Run 1, the metal 3 layer:
Drawn at 3 px/um.
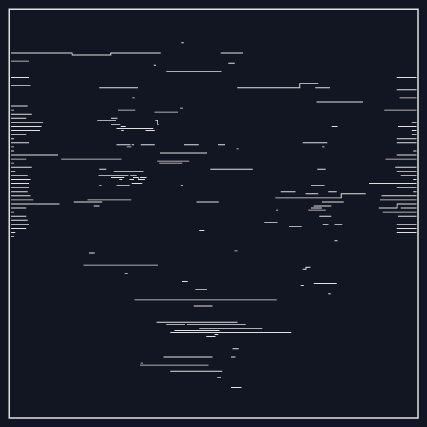
Run 1, selected gate families:
Drawn at 2 px/um.
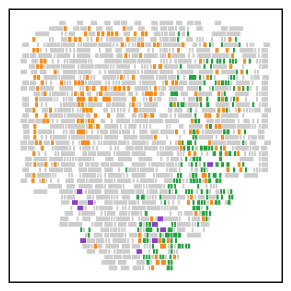
Run 1, clock distribution:
Drawn at 3 px/um.
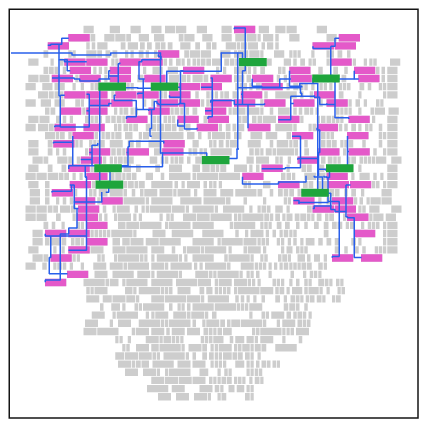
Run 1, signal wires by layer:
Drawn at 2 px/um.
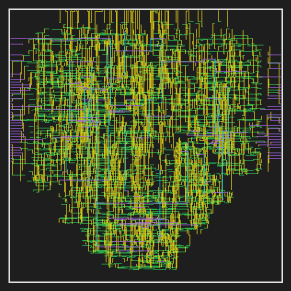
File: src/rtl/grayscale_pkg.sv
// grayscale_pkg: shared types and constants for the RGB565 grayscale custom instruction
package grayscale_pkg;
    typedef enum logic [1:0] {IDLE, CONV, DONE} state_t;
    localparam logic [15:0] W_R = 16'd54;
    localparam logic [15:0] W_G = 16'd183;
    localparam logic [15:0] W_B = 16'd19;
    localparam int PIXELS_PER_OP = 4;
    localparam int R_MSB = 15;
    localparam int R_LSB = 11;
    localparam int G_MSB = 10;
    localparam int G_LSB = 5;
    localparam int B_MSB = 4;
    localparam int B_LSB = 0;
endpackage

File: src/rtl/rgb565_gray_pixel.sv
// rgb565_gray_pixel: combinational single-pixel RGB565 to 8-bit grayscale converter
module rgb565_gray_pixel
    import grayscale_pkg::*;
(
    input  logic [15:0] pixel,
    output logic [7:0]  gray
);
    logic [4:0]  r5;
    logic [5:0]  g6;
    logic [4:0]  b5;
    logic [7:0]  r8;
    logic [7:0]  g8;
    logic [7:0]  b8;
    logic [15:0] sum;
    // replicate MSBs into the low bits so full-scale fields reach 255, then weight and drop the fraction
    always_comb begin
        r5   = pixel[R_MSB:R_LSB];
        g6   = pixel[G_MSB:G_LSB];
        b5   = pixel[B_MSB:B_LSB];
        r8   = {r5, r5[4:2]};
        g8   = {g6, g6[5:4]};
        b8   = {b5, b5[4:2]};
        sum  = W_R * {8'd0, r8} + W_G * {8'd0, g8} + W_B * {8'd0, b8};
        gray = sum[15:8];
    end
endmodule

File: src/rtl/grayscale_quad_ci.sv
// grayscale_quad_ci: four-pixel RGB565 grayscale custom instruction sharing one pixel datapath
module grayscale_quad_ci
    import grayscale_pkg::*;
#(
    parameter logic [7:0] customInstructionId = 8'd0
) (
    input  logic        clock,
    input  logic        reset,
    input  logic        start,
    input  logic [31:0] valueA,
    input  logic [31:0] valueB,
    input  logic [7:0]  iseId,
    output logic        done,
    output logic [31:0] result
);
    state_t      state_q, state_d;
    logic [1:0]  idx_q, idx_d;
    logic [63:0] buf_q, buf_d;
    logic [31:0] lanes_q, lanes_d;
    logic [15:0] pixel;
    logic [7:0]  gray;

    rgb565_gray_pixel u_pixel (
        .pixel (pixel),
        .gray  (gray)
    );

    // FSM next state, buffer latch, lane fill and bus-gated outputs
    always_comb begin
        state_d = state_q;
        idx_d   = idx_q;
        buf_d   = buf_q;
        lanes_d = lanes_q;
        done    = 1'b0;
        result  = 32'd0;
        pixel   = buf_q[{idx_q, 4'b0000} +: 16];
        case (state_q)
            IDLE: begin
                if (start && iseId == customInstructionId) begin
                    buf_d   = {valueB, valueA};
                    idx_d   = 2'd0;
                    state_d = CONV;
                end
            end
            CONV: begin
                lanes_d[{idx_q, 3'b000} +: 8] = gray;
                idx_d   = idx_q + 2'd1;
                state_d = (idx_q == 2'(PIXELS_PER_OP - 1)) ? DONE : CONV;
            end
            DONE: begin
                done    = 1'b1;
                result  = lanes_q;
                state_d = IDLE;
            end
            default: state_d = IDLE;
        endcase
    end

    // state registers with synchronous clear
    always_ff @(posedge clock) begin
        if (reset) begin
            state_q <= IDLE;
            idx_q   <= 2'd0;
            buf_q   <= 64'd0;
            lanes_q <= 32'd0;
        end else begin
            state_q <= state_d;
            idx_q   <= idx_d;
            buf_q   <= buf_d;
            lanes_q <= lanes_d;
        end
    end
endmodule
File: config.mk
export PLATFORM = sky130hd
export DESIGN_NAME = grayscale_quad_ci
export DESIGN_NICKNAME = d
export VERILOG_FILES = /design/src/rtl/grayscale_pkg.sv /design/src/rtl/rgb565_gray_pixel.sv /design/src/rtl/grayscale_quad_ci.sv
export SDC_FILE = /design/constraint.sdc
export NUM_CORES = 1
export LEC_CHECK = 0
export ABC_AREA = 1
export CORE_MARGIN = 5
export CORE_UTILIZATION = 51
export CTS_CLUSTER_DIAMETER = 40
export DETAILED_ROUTE_END_ITERATION = 8
export GPL_ROUTABILITY_DRIVEN = 0
export PLACE_DENSITY = 0.78
export RECOVER_POWER = 100
export SLEW_MARGIN = 30
export SYNTH_ARGS = -nofsm -noshare
export SYNTH_HDL_FRONTEND = slang
export SYNTH_HIERARCHICAL = 1
export SYNTH_SLANG_ARGS = --single-unit
File: constraint.sdc
create_clock -name clock -period 6.4 [get_ports clock]
set_input_delay 0.96 -clock clock [delete_from_list [all_inputs] [get_ports clock]]
set_output_delay 0.96 -clock clock [all_outputs]
set_load 0.1 [all_outputs]
==> ci_impl_report.md, run 1 <==
### Flow metrics

| Metric | Value |
|---|---|
| Routing layer with the top usage in global route | `met2` |
| Capturing point of the worst reg2reg path | `lanes_q[24]` |
| Met2 Track Usage GR | `roughly 36%` |
| Run status | `complete, but fails checks` |
| Worst rel slew slack | `-26.8%` |
| Flip-flops with a built-in enable | `0` |
| Cell total in the yosys stat output | `between 1k and 1.5k` |
| Critical Path Sink Type | `flop` |
| Biggest area cells | `dfxtp_1 (25%), fa_1 (15%), ha_1 (13%)` |
| Hold Fails Final Rpt | `0` |
| Nets in the synthesized netlist | `1330` |
| DRT antenna net count | `0` |
| H-tree depth reported by CTS | `3` |
| Layout overhead on the synthesized area | `20.1%` |
| Startpoint of the most critical register-to-register path | `idx_q[0]` |
| Count of synthesis-stage warnings from yosys | `6` |
| Number of buffers inserted for hold repair after clock tree synthesis | `0` |
| Utilization after layout | `61.6%` |
| Largest area contributor in the netlist | `dfxtp_1` |
| FF-to-FF setup slack | `approximately 0.43 ns` |
| Distinct lib cells used | `37` |
| Synthesized area | `8060 um2` |
| Leakage component of the power | `0.00458 uW` |
| First-pass detailed-route iteration total | `5` |
| OpenROAD warning count | `35` |
| Ports | `108` |
| Number of global-route vias before repair | `just under 7k` |
| DIE HEIGHT | `136 um` |
| Remaining DRCs | `0` |
| Chip footprint | `18400 um2` |
| Mapped Avg Cell Area | `slightly above 7 um2` |
| Violated checks | `capacitance limit, slew limit` |
| Antenna diode count | `0` |
| Max-cap violations | `1` |
| Chip Width | `136 um` |
| CP Capture Point | `lanes_q[24]` |
| Type of the worst setup path | `flop to flop` |
| Hold Crit Class | `flop to flop` |
| Number of buffers created by CTS | `9` |
| Post-synthesis sequential area ratio | `24.8%` |
| Pin count of the biggest net entering global routing | `69` |
| Power density normalized to cell area | `between 100 and 150 nW/um2` |
| Met1 routing resource usage after global routing | `27.3%` |
| Root buffer cell | `clkbuf_16` |
| Effective utilization at floorplan | `51.3%` |
| Number of antenna violations at the first check in global routing | `0` |
| Minimum hold slack | `~0.47 ns` |
| Core Area | `15700 um2` |
| NumNets Final | `1430` |
| Buffer levels on the longest clock path | `2` |
| Vias per std cell | `around 5.0` |
| Source of the critical timing path | `idx_q[0]` |
| Number of violations reported at the end of detailed-routing iteration 0 | `506` |
| Shortest clock period the worst path allows after layout | `roughly 6.0 ns` |
| Cell count of the worst reg-to-reg path | `25` |
| Final Cycle Share | `93.4%` |
| Synthesized instance count | `1113` |
| Commonest cells in the netlist | `nor2_1 (229), inv_1 (196), nand2_1 (145)` |
| Max IR drop VDD | `about 130 uV` |
| Arrival @ worst endpoint | `6.26 ns` |
| Number of port buffers | `approximately 110` |
| RSZ-0062 raised after global routing | `false` |
| Most common cell in the synthesized netlist | `nor2_1` |
| Yosys Chip Area | `8060 um2` |
| Endpoint required time on the critical path | `6.68 ns` |
| Async set or reset register ratio after synthesis | `0%` |
| Synth top area share | `around 25%` |
| Pins over their slew limit | `69` |
| Post-place instance area | `9310 um2` |
| Fraction of layout instances using a drive strength above 1 | `under 10%` |
| Kind of start point of the critical path | `flop` |
| DP Wirelength | `15.8 mm` |
| Clock tree from TritonCTS | `built` |
| Global-route wire length before repair | `31.8 mm` |
| Total congestion overflow | `0` |
| Number of placement rows | `46` |
Notes on 'the metal 3 layer' above:
The longest straight run is 47.2 um. The wires run mostly horizontal. The layer holds 5.6% of the routed length. 134 nets have wire on it.
final routed wirelength across all metal layers: 19.7 mm
GRT met3 Usage: 3.83%
total via count after detailed routing: 7235

Notes on 'selected gate families' above:
Key: green = NAND gates [cells 197, most used nand2_1]; purple = XOR/XNOR gates [cells 11, most used xnor2_1, where bottom center]; orange = inverting AOI/OAI gates [cells 179, most used o21ai_0]
most common cell after layout, fill and taps aside: nor2_1
Non-Filler Instances: 1434
multi-input logic portion of the cell area: 52.8%

Notes on 'clock distribution' above:
Key: blue = clock wires [length 1200 um]; green = clock drivers [count 9]; magenta = flip-flops [count 100]
There are 10 routed clock nets.
clock network fraction of total power: 43.8%
clock latency on the worst-skew pair: 0.35 ns
setup skew after layout: 0.00930 ns
power attributed to the clock group: 563 uW

Notes on 'signal wires by layer' above:
Key: purple = metal 3 [wire length 1110 um]; yellow = metal 2 [wire length 9660 um]; green = metal 1 [wire length 8310 um]; cyan = metal 4 [wire length 621 um]
overall global routing resource usage: 21.3%
average wire length per cell after detail routing: 13.7 um

==> run 1: stage by stage <==
stage	total power [uW]	worst slack, ns	std cells
final	1280	0.425	1434
after global routing	1330	0.0161	1434
after CTS	1290	0.256	1429
after detailed placement	736	0.271	1413
after global placement	735	0.367	1413
after floorplan	679	0.427	1113
==> run 1: report_power, final <==
group	total (uW)	internal [uW]	switching, uW
Clock	563	309	254
Combinational	97.9	56.8	41.0
Sequential	623	623	0.756
==> run 1: cell families after synthesis <==
group           share of synthesized area [%]
buf+inv                                  12.0
flops                                    24.8
fa+ha+maj                                27.6
xor+xnor                                 1.20
simple gates                             22.8
compound gates                           11.5
==> run 1: layer usage <==
metal / wire length [um] / part of all wire [%] / vias to the layer above
met1: 8310 / 42 / 3299
met3: 1110 / 5.6 / 47
li1: - / - / 3666
met5: 0 / 0 / -
met2: 9660 / 49 / 223
met4: 620 / 3.1 / 0
==> run 1: placed cells by master, fill, tap and decap left out, types with 2 or more instances in the layout <==
master and n:
a21oi_1 49, clkinv_1 2, inv_6 2, dfxtp_1 98
clkbuf_16 9, nor3_2 2, dlygate4sd3_1 34, nor3_1 2
o21bai_1 2, clkdlybuf4s50_1 73, nor2_4 2, nand3b_1 3
and2_1 3, o22ai_2 5, ha_1 82, xnor2_1 6
nand3_1 39, o21ai_1 34, buf_4 20, fa_1 60
nor3_4 2, clkinvlp_4 2, o22ai_1 11, xor2_1 5
dfxtp_2 2, inv_2 2, nor2_1 229, nand2_4 2
inv_1 196, nand4_1 5, o21ai_0 76, nand2_1 146
==> run 1: state kept, by name (all words and copies together) (netlist names) <==
name     flops
buf_q       64
lanes_q     32
idx_q        2
state_q      2
==> run 1: critical path: stages, from the launching register on <==
cell	delay, ns
dfxtp_2	0.41
inv_1	0.05
buf_4	0.23
o21ai_1	0.22
o22ai_2	0.14
fa_1	0.55
inv_1	0.06
fa_1	0.50
inv_1	0.06
fa_1	0.50
fa_1	0.52
fa_1	0.54
inv_1	0.05
fa_1	0.53
inv_1	0.04
ha_1	0.32
nand2_1	0.10
inv_1	0.05
nand2_1	0.06
nand3_1	0.09
a21oi_1	0.18
xnor2_1	0.24
nand2_1	0.10
nor2_1	0.15
nand2_1	0.08
a21oi_1	0.13
==> run 1: layout make-up <==
| class | instances | area, um2 |
|---|---|---|
| clock buffers | 9 | 225 |
| clock inverters | 7 | 80.1 |
| fillers | 1395 | 6030 |
| inverters | 202 | 764 |
| multi-input cells | 772 | 5110 |
| flip-flops and latches | 100 | 2000 |
| well taps | 216 | 270 |
| repair buffers | 127 | 1220 |
| repair inverters | 1 | 5.00 |
==> run 1: how the worst min path moves through the flow <==
stage	slack, ns	to	cells past startpoint
after global routing	0.48	lanes_q[14]	2
after detailed placement	0.46	lanes_q[13]	2
after CTS	0.47	lanes_q[13]	2
final	0.47	lanes_q[12]	2
after floorplan	0.44	lanes_q[10]	2
after global placement	0.45	lanes_q[18]	2
==> run 1: what timing repair did <==
| item | in CTS | in global routing |
|---|---|---|
| gates resized | 0 | 10 |
| endpoints found under the setup margin | 0 | 18 |
| buffers inserted | 0 | 4 |
Run 1, clock wiring as the flow saved it:
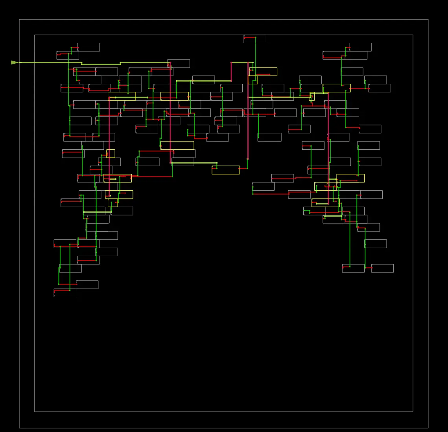

==> inputs of run 2 (changes only) <==
--- a/config.mk
+++ b/config.mk
@@ -5,13 +5,11 @@
 export SDC_FILE = /design/constraint.sdc
 export NUM_CORES = 1
 export LEC_CHECK = 0
-export ABC_AREA = 1
-export CORE_MARGIN = 5
-export CORE_UTILIZATION = 51
+export CORE_UTILIZATION = 52
 export CTS_CLUSTER_DIAMETER = 40
 export DETAILED_ROUTE_END_ITERATION = 8
 export GPL_ROUTABILITY_DRIVEN = 0
-export PLACE_DENSITY = 0.78
+export PLACE_DENSITY = 0.79
 export RECOVER_POWER = 100
 export SLEW_MARGIN = 30
 export SYNTH_ARGS = -nofsm -noshare
Run 2, clock wiring as the flow saved it:
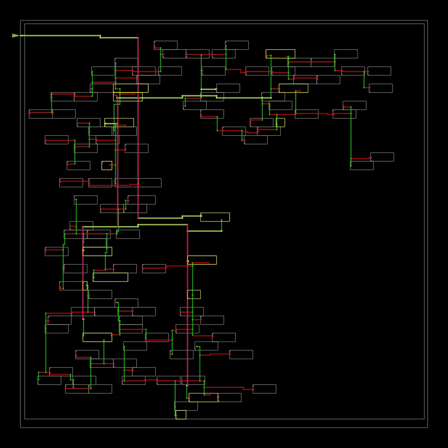
power attributed to the clock group: 596 uW
clock latency on the worst-skew pair: 0.36 ns
layout clock buffer count: 10
number of buffers created by CTS: 9

==> run 2 against run 1 <==
The flow still finishes with violations (capacitance limit, slew limit). Fmax down 3.1%. Design area increased by 3.3%. Clock power is 5.9% higher. Critical path depth shrank 5. Utilization up 1.6 points. Via count is 15% lower. Non-clock buffer count rose by 3.
==> ci_impl_report.md, run 2 <==
### Flow metrics

| Metric | Value |
|---|---|
| Core Area | `15800 um2` |
| Setup skew after layout | `0.00629 ns` |
| Endpoint required time on the critical path | `6.62 ns` |
| Effective utilization at floorplan | `52.9%` |
| DRT antenna net count | `0` |
| Biggest regs | `buf_q: 64 flops, lanes_q: 32 flops` |
| Total congestion overflow | `0` |
| Root buffer cell | `clkbuf_16` |
| Total via count after detailed routing | `6171` |
| Number of violations reported at the end of detailed-routing iteration 0 | `351` |
| Final Cycle Share | `96.4%` |
| Critical Path Sink Type | `flop` |
| DIE HEIGHT | `~130 um` |
| NumNets Final | `1193` |
| Overall global routing resource usage | `23.1%` |
| Most instantiated logic cells after routing | `nand2b_1 (130), inv_1 (127), dfxtp_1 (99)` |
| Hold Fails Final Rpt | `0` |
| Chip footprint | `16600 um2` |
| Kind of start point of the critical path | `flop` |
| Register share of total power | `47.6%` |
| Hold depth | `2` |
| Shortest clock period the worst path allows after layout | `6.17 ns` |
| Yosys Chip Area | `~8400 um2` |
| Startpoint of the most critical register-to-register path | `idx_q[0]` |
| Crit-path cells | `buf_6, mux4_2, fa_1, fa_1, inv_1, fa_1, inv_1, fa_1, inv_1, fa_1, fa_1, inv_1, ha_1, a21o_1, a21oi_2, a21oi_1, or2_4, a211o_1, a32oi_1, nor2_1` |
| Part of the total power dissipated in combinational logic | `6.9%` |
| DP Wirelength | `14.2 mm` |
| Max-cap violations | `2` |
| H-tree depth reported by CTS | `3` |
| Number of flip-flops in the largest register | `~64` |
| Fraction of layout instances using a drive strength above 1 | `7.54%` |
| Pins over their slew limit | `around 70` |
| Antenna diode count | `0` |
| Buffer levels on the longest clock path | `2` |
| Max IR drop VDD | `113 uV` |
| Violated checks | `capacitance limit, slew limit` |
| Async set or reset register ratio after synthesis | `0%` |
| Cell count of the worst reg-to-reg path | `20` |
| Critical Path Max Stage Delay | `0.56 ns` |
| Worst Setup Slack post-DPL | `-0.0592 ns` |
| Leakage component of the power | `0.00444 uW` |
| Final Worst Setup Slack | `0.231 ns` |
| Most common cell in the synthesized netlist | `nand2b_1` |
| Power density normalized to cell area | `131 nW/um2` |
| Number of global-route vias before repair | `between 6k and 7k` |
| Biggest area cells | `dfxtp_1 (24%), fa_1 (14%), ha_1 (12%)` |
| Synthesized area | `8380 um2` |
| First-pass detailed-route iteration total | `6` |
| Hold Crit Class | `flop to flop` |
| Global-route wire length before repair | `30.1 mm` |
| Count of synthesis-stage warnings from yosys | `6` |
| Sw frac | `21.3%` |
| Run status | `complete, but fails checks` |
| Internal Dissipation | `between 1000 and 1500 uW` |
| FF-to-FF setup slack | `between 0.2 and 0.25 ns` |
| Ports | `roughly 110` |
| Worst rel slew slack | `-75.9%` |
| Remaining DRCs | `0` |
| Arrival @ worst endpoint | `between 6 and 7 ns` |
| Number of placement rows | `46` |
| Distinct lib cells used | `roughly 61` |
| Vias per std cell | `5.16` |
| Net switching power of the design | `279 uW` |
| Most used cell, CP | `fa_1` |
| Buf/Inv on CP | `5` |
| Synth top area share | `23.9%` |
| Cell family with the largest share of critical-path delay | `adder cells` |
| Post-synthesis sequential area ratio | `23.9%` |
| Clock network fraction of total power | `45.5%` |
Run 2, selected gate families:
Drawn at 2 px/um.
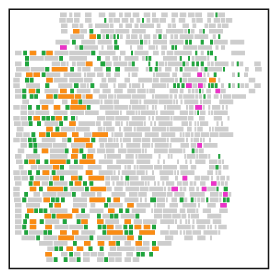
Key: orange = multiplexers [cells 81, most used mux2i_1]; magenta = AND-OR and OR-AND gates [cells 13, most used a21o_1]; green = NAND gates [cells 199, most used nand2b_1, where spread over the die]
multi-input logic portion of the cell area: 56.8%
most common cell after layout, fill and taps aside: nand2b_1
Non-Filler Instances: 1197

==> run 2: netlist changes by cell type after synthesis, moves of 8 or more <==
cell | previous run | this run
o22ai_1 | 16 | 0
nand2b_1 | 0 | 130
nor2_1 | 229 | 17
mux4_2 | 0 | 16
nand2_1 | 145 | 31
and2_1 | 4 | 33
inv_1 | 196 | 127
o21ai_1 | 32 | 3
nand3_1 | 39 | 31
o21ai_0 | 78 | 6
a21oi_1 | 49 | 39
mux2i_1 | 0 | 65
a32oi_1 | 0 | 8
==> run 2: worst max-delay path by stage <==
stage | start | to | slack [ns] | cells past startpoint
floorplan | idx_q[0] | lanes_q[15] | 0.08 | 20
global placement | idx_q[0] | lanes_q[30] | 0.06 | 20
detailed placement | idx_q[0] | lanes_q[30] | -0.06 | 20
CTS | idx_q[0] | lanes_q[5] | 0.08 | 20
global route | idx_q[0] | lanes_q[5] | 0.01 | 20
finish | idx_q[0] | lanes_q[5] | 0.23 | 20
==> run 2: timing repair <==
| action | 4_1_cts | 5_1_grt |
|---|---|---|
| endpoints found under the setup margin | 14 | 25 |
| buffers inserted | 0 | 0 |
| gates resized | 3 | 6 |
==> run 2: kinds of logic (layout without fill, tap and decap cells) <==
family          count (synthesis)  after routing  synth area share (%)
mux                            81             81                  12.1
xor+xnor                       19             19                  1.99
flops                         100            100                  23.9
compound gates                 83             83                  6.83
fa+ha+maj                     142            142                  26.6
simple gates                  283            283                  20.0
buf+inv                       169            273                  8.60
==> run 2: layout make-up <==
cell class | instances | area [um2]
clock buffers | 10 | 229
clock inverters | 6 | 96.3
fillers | 1291 | 5820
inverters | 127 | 477
multi-input cells | 608 | 5690
flip-flops and latches | 100 | 2010
well taps | 216 | 270
repair buffers | 130 | 1240
==> run 2: power by group through the flow <==
stage                     clock [uW]  sequential (uW)  combinational (uW)
after floorplan                    0              637                38.7
after global placement             0              637                90.6
after detailed placement           0              637                91.0
after CTS                        608              623                91.5
after global routing             635              622                98.5
final                            596              622                90.8
==> run 2: worst register-to-register path: cells and delay by family, from the launching register on <==
kind	cells	cell delay, ns
muxes	1	0.57
DFF	1	0.40
and+or+nand+nor	2	0.34
buffers and inverters	5	0.40
AOI/OAI and AO/OA	5	1.02
adders and majority gates	7	3.30
==> run 2: stage by stage <==
stage	utilization [%]	cell area (um2)	total power [uW]	hold WS, ns
4_1_cts	63.2	10000	1320	0.449
3_3_place_gp	60.9	9640	728	0.436
3_5_place_dp	61.1	9670	728	0.439
2_1_floorplan	-	8380	676	0.427
6_report	63.2	10000	1310	0.449
5_1_grt	63.2	10000	1360	0.485
==> run 2: metal layers <==
layer,global-route usage (%),vias up,routed length (um)
li1,-,3061,-
met1,31.1,2915,8410
met2,37.3,155,8410
met3,3.62,40,722
met4,9.13,0,482
met5,0,-,0
Run 2, clock distribution:
Drawn at 4 px/um.
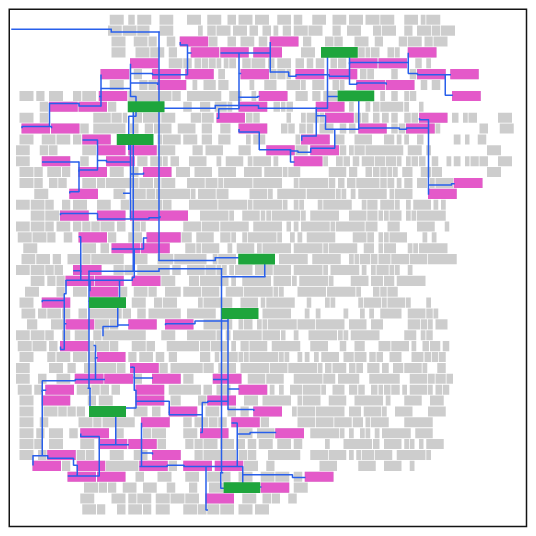

==> inputs of run 3 (changes only) <==
--- a/config.mk
+++ b/config.mk
@@ -5,11 +5,12 @@
 export SDC_FILE = /design/constraint.sdc
 export NUM_CORES = 1
 export LEC_CHECK = 0
-export CORE_UTILIZATION = 52
+export ABC_AREA = 1
+export CORE_UTILIZATION = 51
 export CTS_CLUSTER_DIAMETER = 40
 export DETAILED_ROUTE_END_ITERATION = 8
 export GPL_ROUTABILITY_DRIVEN = 0
-export PLACE_DENSITY = 0.79
+export PLACE_DENSITY = 0.78
 export RECOVER_POWER = 100
 export SLEW_MARGIN = 30
 export SYNTH_ARGS = -nofsm -noshare
Run 3, clock distribution:
Drawn at 4 px/um.
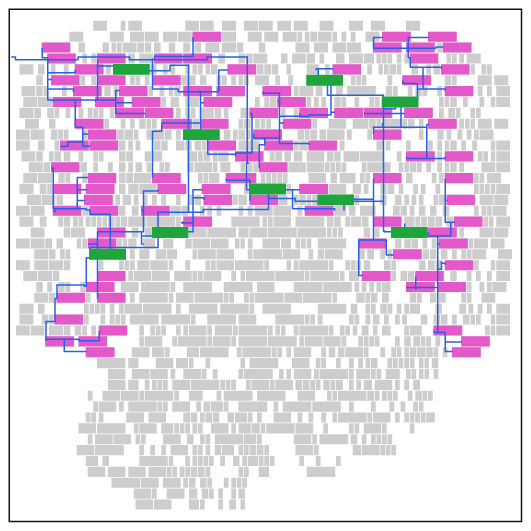
Key: magenta = flip-flops [count 100]; green = clock drivers [count 9]; blue = clock wires [length 1110 um]
There are 10 routed clock nets.
clock latency on the worst-skew pair: 0.35 ns
clock network fraction of total power: 41.8%
power attributed to the clock group: 519 uW

==> run 3 against run 2 <==
The run still ends with capacitance limit, slew limit left. Global-route usage rose by 1.4 points. Hold slack improved by 0.016 ns. Critical path depth rose by 7. Synthesized area shrank 3.8%. Largest cell class unchanged. Design area shrank 3.6%. Combinational power increased by 9.8%. Largest power group unchanged. Count of clock-buffer cells in the layout unchanged. Worst setup slack gained 0.16 ns. Final cell count increased by 19%.
==> ci_impl_report.md, run 3 <==
### Flow metrics

| Metric | Value |
|---|---|
| Final Cycle Share | `93.8%` |
| Arrival @ worst endpoint | `6.29 ns` |
| Vias per std cell | `5.06` |
| Biggest regs | `buf_q: 64 flops, lanes_q: 32 flops` |
| Worst rel slew slack | `-30.8%` |
| Chip footprint | `16300 um2` |
| Largest area contributor in the netlist | `dfxtp_1` |
| Yosys Chip Area | `8060 um2` |
| Critical Path Sink Type | `flop` |
| Clock tree from TritonCTS | `built` |
| Core Area | `15300 um2` |
| Flip-flops with a built-in enable | `0` |
| Most instantiated logic cells after routing | `nor2_1 (229), inv_1 (195), nand2_1 (146)` |
| Synth top area share | `between 20 and 25%` |
| Endpoint required time on the critical path | `6.69 ns` |
| Number of buffers created by CTS | `9` |
| Minimum hold slack | `0.465 ns` |
| Number of global-route vias before repair | `6906` |
| Biggest area cells | `dfxtp_1 (25%), fa_1 (15%), ha_1 (13%)` |
| Number of placement rows | `45` |
| Pins over their slew limit | `69` |
| Multi-input gate area | `between 5000 and 6000 um2` |
| Post-place instance area | `approximately 9300 um2` |
| Async set or reset register ratio after synthesis | `0%` |
| Final instance area | `9650 um2` |
| Run status | `complete, but fails checks` |
| Number of buffers inserted for hold repair after clock tree synthesis | `0` |
| Number of port buffers | `107` |
| H-tree depth reported by CTS | `3` |
| Setup skew after layout | `0.00571 ns` |
| Mapped Avg Cell Area | `a little over 7 um2` |
| Type of the worst setup path | `flop to flop` |
| Violated checks | `capacitance limit, slew limit` |
| Remaining DRCs | `0` |
| Distinct lib cells used | `37` |
| Cell total in the yosys stat output | `1113` |
| Layout overhead on the synthesized area | `19.7%` |
| DRT antenna net count | `0` |
| DP Wirelength | `15.4 mm` |
| Synthesized instance count | `1113` |
| Overall global routing resource usage | `24.4%` |
| Sum of internal, switching and leakage power | `roughly 1200 uW` |
| Number of flip-flops in the largest register | `64` |
| Kind of start point of the critical path | `flop` |
| Most common cell in the synthesized netlist | `nor2_1` |
| Number of antenna violations at the first check in global routing | `0` |
| Max-cap violations | `1` |
| Number of violations reported at the end of detailed-routing iteration 0 | `551` |
| Leakage component of the power | `0.00456 uW` |
| Global-route wire length before repair | `31.7 mm` |
| Effective utilization at floorplan | `52.6%` |
| Area taken by flip-flops and latches | `2000 um2` |
| Ports | `108` |
| Placed cells | `about 1.4k` |
| Total congestion overflow | `0` |
| Chip Width | `~130 um` |
| Average wire length per cell after detail routing | `between 10 and 15 um` |
| Hold Fails Final Rpt | `0` |
| DIE HEIGHT | `between 100 and 150 um` |
| NumNets Final | `1427` |
| Final routed wirelength across all metal layers | `19.1 mm` |
| Most flop-heavy register | `buf_q` |
| Count of synthesis-stage warnings from yosys | `6` |
| Power density normalized to cell area | `129 nW/um2` |
Run 3, selected gate families:
Drawn at 2 px/um.
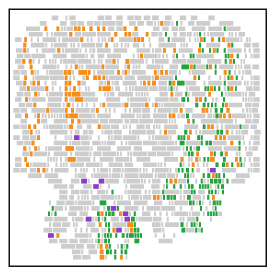
Key: purple = XOR/XNOR gates [cells 11, most used xnor2_1]; orange = inverting AOI/OAI gates [cells 179, most used o21ai_0]; green = NAND gates [cells 197, most used nand2_1]
most common cell after layout, fill and taps aside: nor2_1
Non-Filler Instances: 1426

-- run 3: final cells by class --
class	count	share of cell area, %
flip-flops and latches	100	20.8
clock buffers	10	2.48
multi-input cells	772	53.1
well taps	211	2.74
inverters	202	7.92
clock inverters	6	0.454
repair inverters	1	0.0519
repair buffers	124	12.5
-- run 3: power breakdown --
part | internal [uW] | switching, uW
combinational | 57.2 | 42.5
sequential | 623 | 0.632
clock | 277 | 242
total | 957 | 286
-- run 3: cells by family after synthesis --
kind of cell / synth area share, %
flip-flops: 24.8
adder cells (fa/ha/maj): 27.6
AND/OR/NAND/NOR: 22.8
XOR/XNOR: 1.20
AND-OR/OR-AND: 11.5
buffers and inverters: 12.0
-- run 3: path summary, 6_finish.rpt --
| check | slack (ns) | depth (start not counted) | to | startpoint |
|---|---|---|---|---|
| worst max-delay path | 0.39 | 27 | lanes_q[29] | idx_q[0] |
| worst min-delay path | 0.47 | 2 | lanes_q[10] | lanes_q[10] |
| worst max register to register | 0.39 | 27 | lanes_q[29] | idx_q[0] |
| worst min register to register | 0.47 | 2 | lanes_q[10] | lanes_q[10] |
-- run 3: through the flow --
| stage | setup slack (ns) | utilization (%) |
|---|---|---|
| 2_1_floorplan | 0.427 | - |
| 3_3_place_gp | 0.294 | 60.8 |
| 3_5_place_dp | 0.223 | 60.8 |
| 4_1_cts | 0.202 | 62.6 |
| 5_1_grt | 0.00891 | 63.0 |
| 6_report | 0.395 | 63.0 |
-- run 3: worst max-delay path: stages, from the launching register on --
cell and delay [ns]:
dfxtp_2 0.40, clkinvlp_4 0.17, buf_4 0.18, nor2_1 0.15, o22ai_2 0.15, buf_4 0.19
fa_1 0.42, fa_1 0.51, inv_1 0.05, fa_1 0.47, inv_1 0.06, fa_1 0.52
inv_1 0.05, fa_1 0.53, fa_1 0.55, inv_1 0.04, ha_1 0.32, nand2_1 0.07
nand2_1 0.08, nand2_1 0.07, nand3_1 0.12, nand2_1 0.11, nand4_1 0.09, nand2_1 0.17
nand2_1 0.07, nor2_1 0.16, nand2_1 0.08, a21oi_1 0.13
-- run 3: per-layer routing --
| metal | wire length (um) | GRT usage [%] |
|---|---|---|
| met5 | 0 | 0 |
| met4 | 351 | 6.64 |
| met3 | 813 | 3.88 |
| met2 | 9530 | 44.5 |
| met1 | 8410 | 29.9 |
-- run 3: repair_timing --
action | CTS | global route
buffers inserted | 0 | 1
endpoints found under the setup margin | 0 | 22
gates resized | 0 | 12
No activity file was given, so power comes from the tool's default toggle rates.
